Signal wires on met1:
Bar = 20 um. Cells faint in the background.
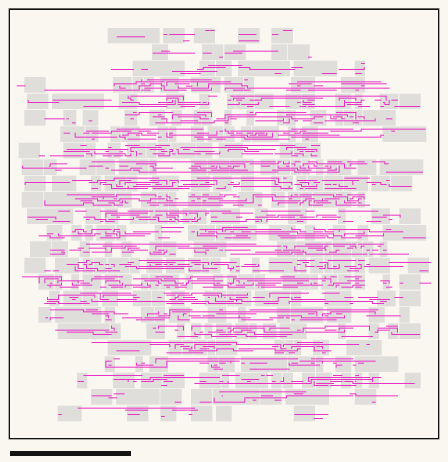
M2 wires:
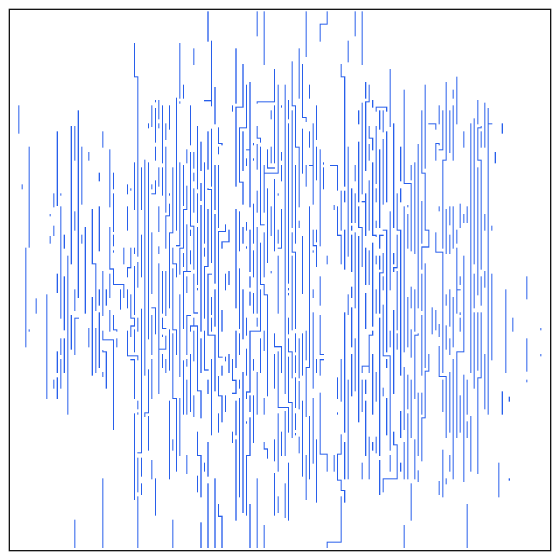
Met3 routing:
Bar = 20 um.
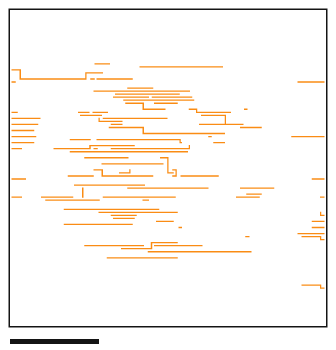
The metal 4 layer:
Bar = 20 um.
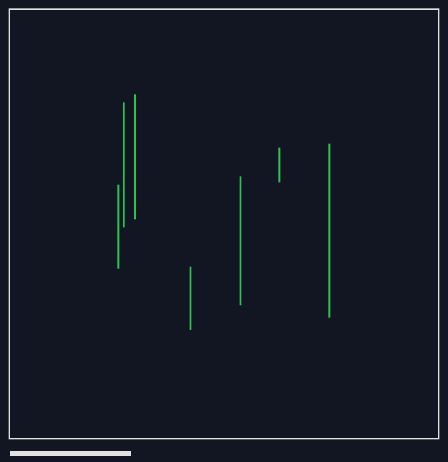
### config.mk
export PLATFORM = sky130hd
export DESIGN_NAME = register_mode_n
export DESIGN_NICKNAME = d
export VERILOG_FILES = /design/src/rtl/register_mode_n.sv
export SDC_FILE = /design/constraint.sdc
export NUM_CORES = 1
export LEC_CHECK = 0
export CORE_UTILIZATION = 45
export CTS_CLUSTER_SIZE = 40
export DETAILED_ROUTE_END_ITERATION = 12
export GPL_TIMING_DRIVEN = 0
export HOLD_SLACK_MARGIN = 0.05
export PLACE_DENSITY = 0.74
export REMOVE_ABC_BUFFERS = 1
export SLEW_MARGIN = 20
export SYNTH_ARGS = -nofsm -noshare
export SYNTH_HDL_FRONTEND = slang
export SYNTH_SLANG_ARGS = --single-unit
### constraint.sdc
create_clock -name clk -period 2.2 [get_ports clk]
set_input_delay 0.33 -clock clk [delete_from_list [all_inputs] [get_ports clk]]
set_output_delay 0.33 -clock clk [all_outputs]
set_load 0.01 [all_outputs]
### src/rtl/register_mode_n.sv
// register_mode_n: WIDTH-bit signed register with synchronous active-low
// reset, parallel load and an op-selected in-place update (inc/dec/shift/
// rotate/clear). Carry and overflow are registered with out; zero and
// negative are decoded combinationally from the register contents.
module register_mode_n #(
    parameter int unsigned      WIDTH     = 16,
    parameter logic [WIDTH-1:0] RESET_VAL = '0,
    parameter bit               SATURATE  = 1'b0
) (
    input  logic                    clk,
    input  logic                    rst_n,
    input  logic signed [WIDTH-1:0] in,
    input  logic                    load,
    input  logic [2:0]              op,
    output logic signed [WIDTH-1:0] out,
    output logic                    cy,
    output logic                    ov,
    output logic                    zr,
    output logic                    ng
);

    typedef enum logic [2:0] {
        OP_HOLD = 3'b000,
        OP_INC  = 3'b001,
        OP_DEC  = 3'b010,
        OP_SHL  = 3'b011,
        OP_SHR  = 3'b100,
        OP_SAR  = 3'b101,
        OP_ROL  = 3'b110,
        OP_CLR  = 3'b111
    } op_e;

    localparam logic [WIDTH-1:0] MAX_POS = {1'b0, {(WIDTH-1){1'b1}}};
    localparam logic [WIDTH-1:0] MIN_NEG = {1'b1, {(WIDTH-1){1'b0}}};

    logic [WIDTH-1:0] out_q;
    logic             cy_q;
    logic             ov_q;

    logic [WIDTH-1:0] nxt_out;
    logic             nxt_cy;
    logic             nxt_ov;

    logic [WIDTH:0]   inc_sum;
    logic [WIDTH-1:0] dec_diff;
    op_e              op_dec;

    assign op_dec   = op_e'(op);
    assign inc_sum  = {1'b0, out_q} + {{WIDTH{1'b0}}, 1'b1};
    assign dec_diff = out_q - {{(WIDTH-1){1'b0}}, 1'b1};

    // Next-value decode for the in-place update ops (load/reset handled in the register).
    always_comb begin
        nxt_out = out_q;
        nxt_cy  = cy_q;
        nxt_ov  = ov_q;
        case (op_dec)
            OP_HOLD: ;
            OP_INC: begin
                if (SATURATE && out_q == MAX_POS) begin
                    nxt_cy = 1'b0;
                    nxt_ov = 1'b1;
                end else begin
                    nxt_out = inc_sum[WIDTH-1:0];
                    nxt_cy  = inc_sum[WIDTH];
                    nxt_ov  = (out_q == MAX_POS);
                end
            end
            OP_DEC: begin
                if (SATURATE && out_q == MIN_NEG) begin
                    nxt_cy = 1'b0;
                    nxt_ov = 1'b1;
                end else begin
                    nxt_out = dec_diff;
                    nxt_cy  = (out_q == '0);
                    nxt_ov  = (out_q == MIN_NEG);
                end
            end
            OP_SHL: begin
                nxt_out = {out_q[WIDTH-2:0], 1'b0};
                nxt_cy  = out_q[WIDTH-1];
                nxt_ov  = out_q[WIDTH-1] ^ out_q[WIDTH-2];
            end
            OP_SHR: begin
                nxt_out = {1'b0, out_q[WIDTH-1:1]};
                nxt_cy  = out_q[0];
                nxt_ov  = 1'b0;
            end
            OP_SAR: begin
                nxt_out = {out_q[WIDTH-1], out_q[WIDTH-1:1]};
                nxt_cy  = out_q[0];
                nxt_ov  = 1'b0;
            end
            OP_ROL: begin
                nxt_out = {out_q[WIDTH-2:0], out_q[WIDTH-1]};
                nxt_cy  = out_q[WIDTH-1];
                nxt_ov  = 1'b0;
            end
            OP_CLR: begin
                nxt_out = '0;
                nxt_cy  = 1'b0;
                nxt_ov  = 1'b0;
            end
        endcase
    end

    // State register: reset beats load, load beats the op update.
    always_ff @(posedge clk) begin
        if (!rst_n) begin
            out_q <= RESET_VAL;
            cy_q  <= 1'b0;
            ov_q  <= 1'b0;
        end else if (load) begin
            out_q <= in;
            cy_q  <= 1'b0;
            ov_q  <= 1'b0;
        end else begin
            out_q <= nxt_out;
            cy_q  <= nxt_cy;
            ov_q  <= nxt_ov;
        end
    end

    assign out = out_q;
    assign cy  = cy_q;
    assign ov  = ov_q;
    assign zr  = (out_q == '0);
    assign ng  = out_q[WIDTH-1];

endmodule

==> run summary <==
Numbers from the implementation run.

The number of buffers created by CTS is 3. Summed over all routing layers, the global router reports a total usage of 0.293. Of the cells placed in the final design, the portion with a size suffix greater than 1 is 0.171. In this design, the largest share of critical-path delay is due to simple AND/OR/NAND/NOR gates. Per the timing report, the achievable frequency comes out to 0.455 GHz.

The repair_antennas step left the layout with diodes totalling 0. The share of total power dissipated in combinational logic is 0.435. Buffers placed on the I/O ports in this run total 41. Counting tap cells, the placed design contains a total of 354 instances. In the post-route report, total wirelength is listed as 7190 um. Per STA, the highest per-stage delay on the worst path measures 0.53 ns. The number of clock sinks seen by CTS is 18.

On the final layout, the worst clock skew is 0.0101 ns. Yosys reports a chip area of 0.00214 mm^2. The final reports fail on design-rule violations. The layout-stage area growth over the synthesis result is 22.6%. The hold-critical path endpoint is cy. The number of flip-flops and latches in the synthesized netlist is 18.

In the setup report, the worst path falls into the class reg -> out. The min-delay analysis places its worst path in the category reg -> reg. The global placer's final weighted congestion is 0.935. The data required time reported for the critical path is 1.87 ns. The count of pins over their slew limit is 0. The most used logic cell in the final layout is sky130_fd_sc_hd__clkdlybuf4s50_1. Setup repair after global routing could not meet its margin everywhere. The via count of the first global-routing pass came to 2293. Sorting the synthesized cells by how often they occur yields sky130_fd_sc_hd__clkbuf_1 (31), sky130_fd_sc_hd__nand2_1 (24), sky130_fd_sc_hd__a21oi_1 (21), sky130_fd_sc_hd__o21ai_0 (21), sky130_fd_sc_hd__dfxtp_1 (18). Power attributed to the clock group is 0.252 mW. At the end of the flow the core is filled with cells to 0.589. The later-pin clock latency in the skew report is 0.27 ns. The HPWL reported at the end of detailed placement is 4500 um. Yosys mapped the design onto 63 distinct sky130hd cell types. TritonCTS built the clock tree.

The total of endpoints with negative setup slack in the final report is 0. After detailed routing, the number of remaining DRC violations is 6. The number of filler instances in the final layout is 446.

The flow ran to the end, but the final reports show violations. The clock tree root driver cell is sky130_fd_sc_hd__clkbuf_8. The first global-routing pass estimated 11700 um of wire. Power spread over the standard cell area amounts to 452 mW/mm^2. STA lists the startpoint of the worst register-to-register path as out[2].

The share of the cycle needed by the critical path after routing is 1.00.
Back to the opening pictures, 'signal wires on met1':
longest straight run: 30.4 um
nets with wire on the layer: 305
wire length on this layer: 3040 um

Back to the opening pictures, 'M2 wires':
wire length on this layer: 3330 um
share of all routed wire: 46%
longest straight run: 40.5 um
main direction: vertical

Back to the opening pictures, 'met3 routing':
longest straight run: 26.2 um
main direction: horizontal

Back to the opening pictures, 'the metal 4 layer':
wire length on this layer: 120 um
share of all routed wire: 1.7%
longest straight run: 28.6 um
nets with wire on the layer: 6
main direction: vertical

==> repair_timing <==
action | CTS | global route
hold buffers | 0 | 0
cloned | 0 | 0
pin swaps | 4 | 1
buffers inserted | 9 | 2
gates resized | 39 | 13
endpoints found under the setup margin | 19 | 11
==> area by class of cell <==
class                   count  area [um^2]  share of cell area
repair buffers             52          479               0.183
multi-input cells         234         1610               0.613
well taps                  52         65.1              0.0248
inverters                   9         38.8              0.0148
flip-flops and latches     18          388               0.148
clock buffers               3         41.3              0.0158
==> worst max-delay path by stage <==
stage | start | to | depth (start not counted)
after floorplan | op[2] | ov | 7
after CTS | op[2] | ov | 8
final | out[6] | zr | 4
after global placement | op[1] | ov | 8
after detailed placement | op[1] | ov | 8
after global routing | out[6] | zr | 4
==> worst min-delay path, stage by stage, from the launching register on <==
cell                      delay [ns]
sky130_fd_sc_hd__dfxtp_1        0.32
sky130_fd_sc_hd__nand4_1        0.08
sky130_fd_sc_hd__o31ai_2        0.06
==> registers in the layout (all words and copies together) (netlist names) <==
name and count:
ov 1, out 16, cy 1
==> kinds of logic after synthesis <==
| family | count (synthesis) | synth area share |
|---|---|---|
| AND/OR/NAND/NOR | 112 | 0.301 |
| multiplexers | 3 | 0.0146 |
| adder cells (fa/ha/maj) | 6 | 0.0351 |
| XOR/XNOR | 12 | 0.0492 |
| flip-flops | 18 | 0.169 |
| buffers and inverters | 47 | 0.0926 |
| AND-OR/OR-AND | 101 | 0.339 |
==> per-stage QoR <==
stage	area [um^2]	hold WS, ns
floorplan	1970	0.464
global placement	2450	0.490
detailed placement	2450	0.495
CTS	2600	0.504
global route	2620	0.529
finish	2620	0.499
==> layer usage <==
layer  vias to the layer above  global-route usage
met5                         -                   0
met4                         0              0.0733
met3                        16              0.0427
met2                       142               0.465
met1                      1183               0.418
li1                       1172                   -
Power and IR drop assume default switching activity.
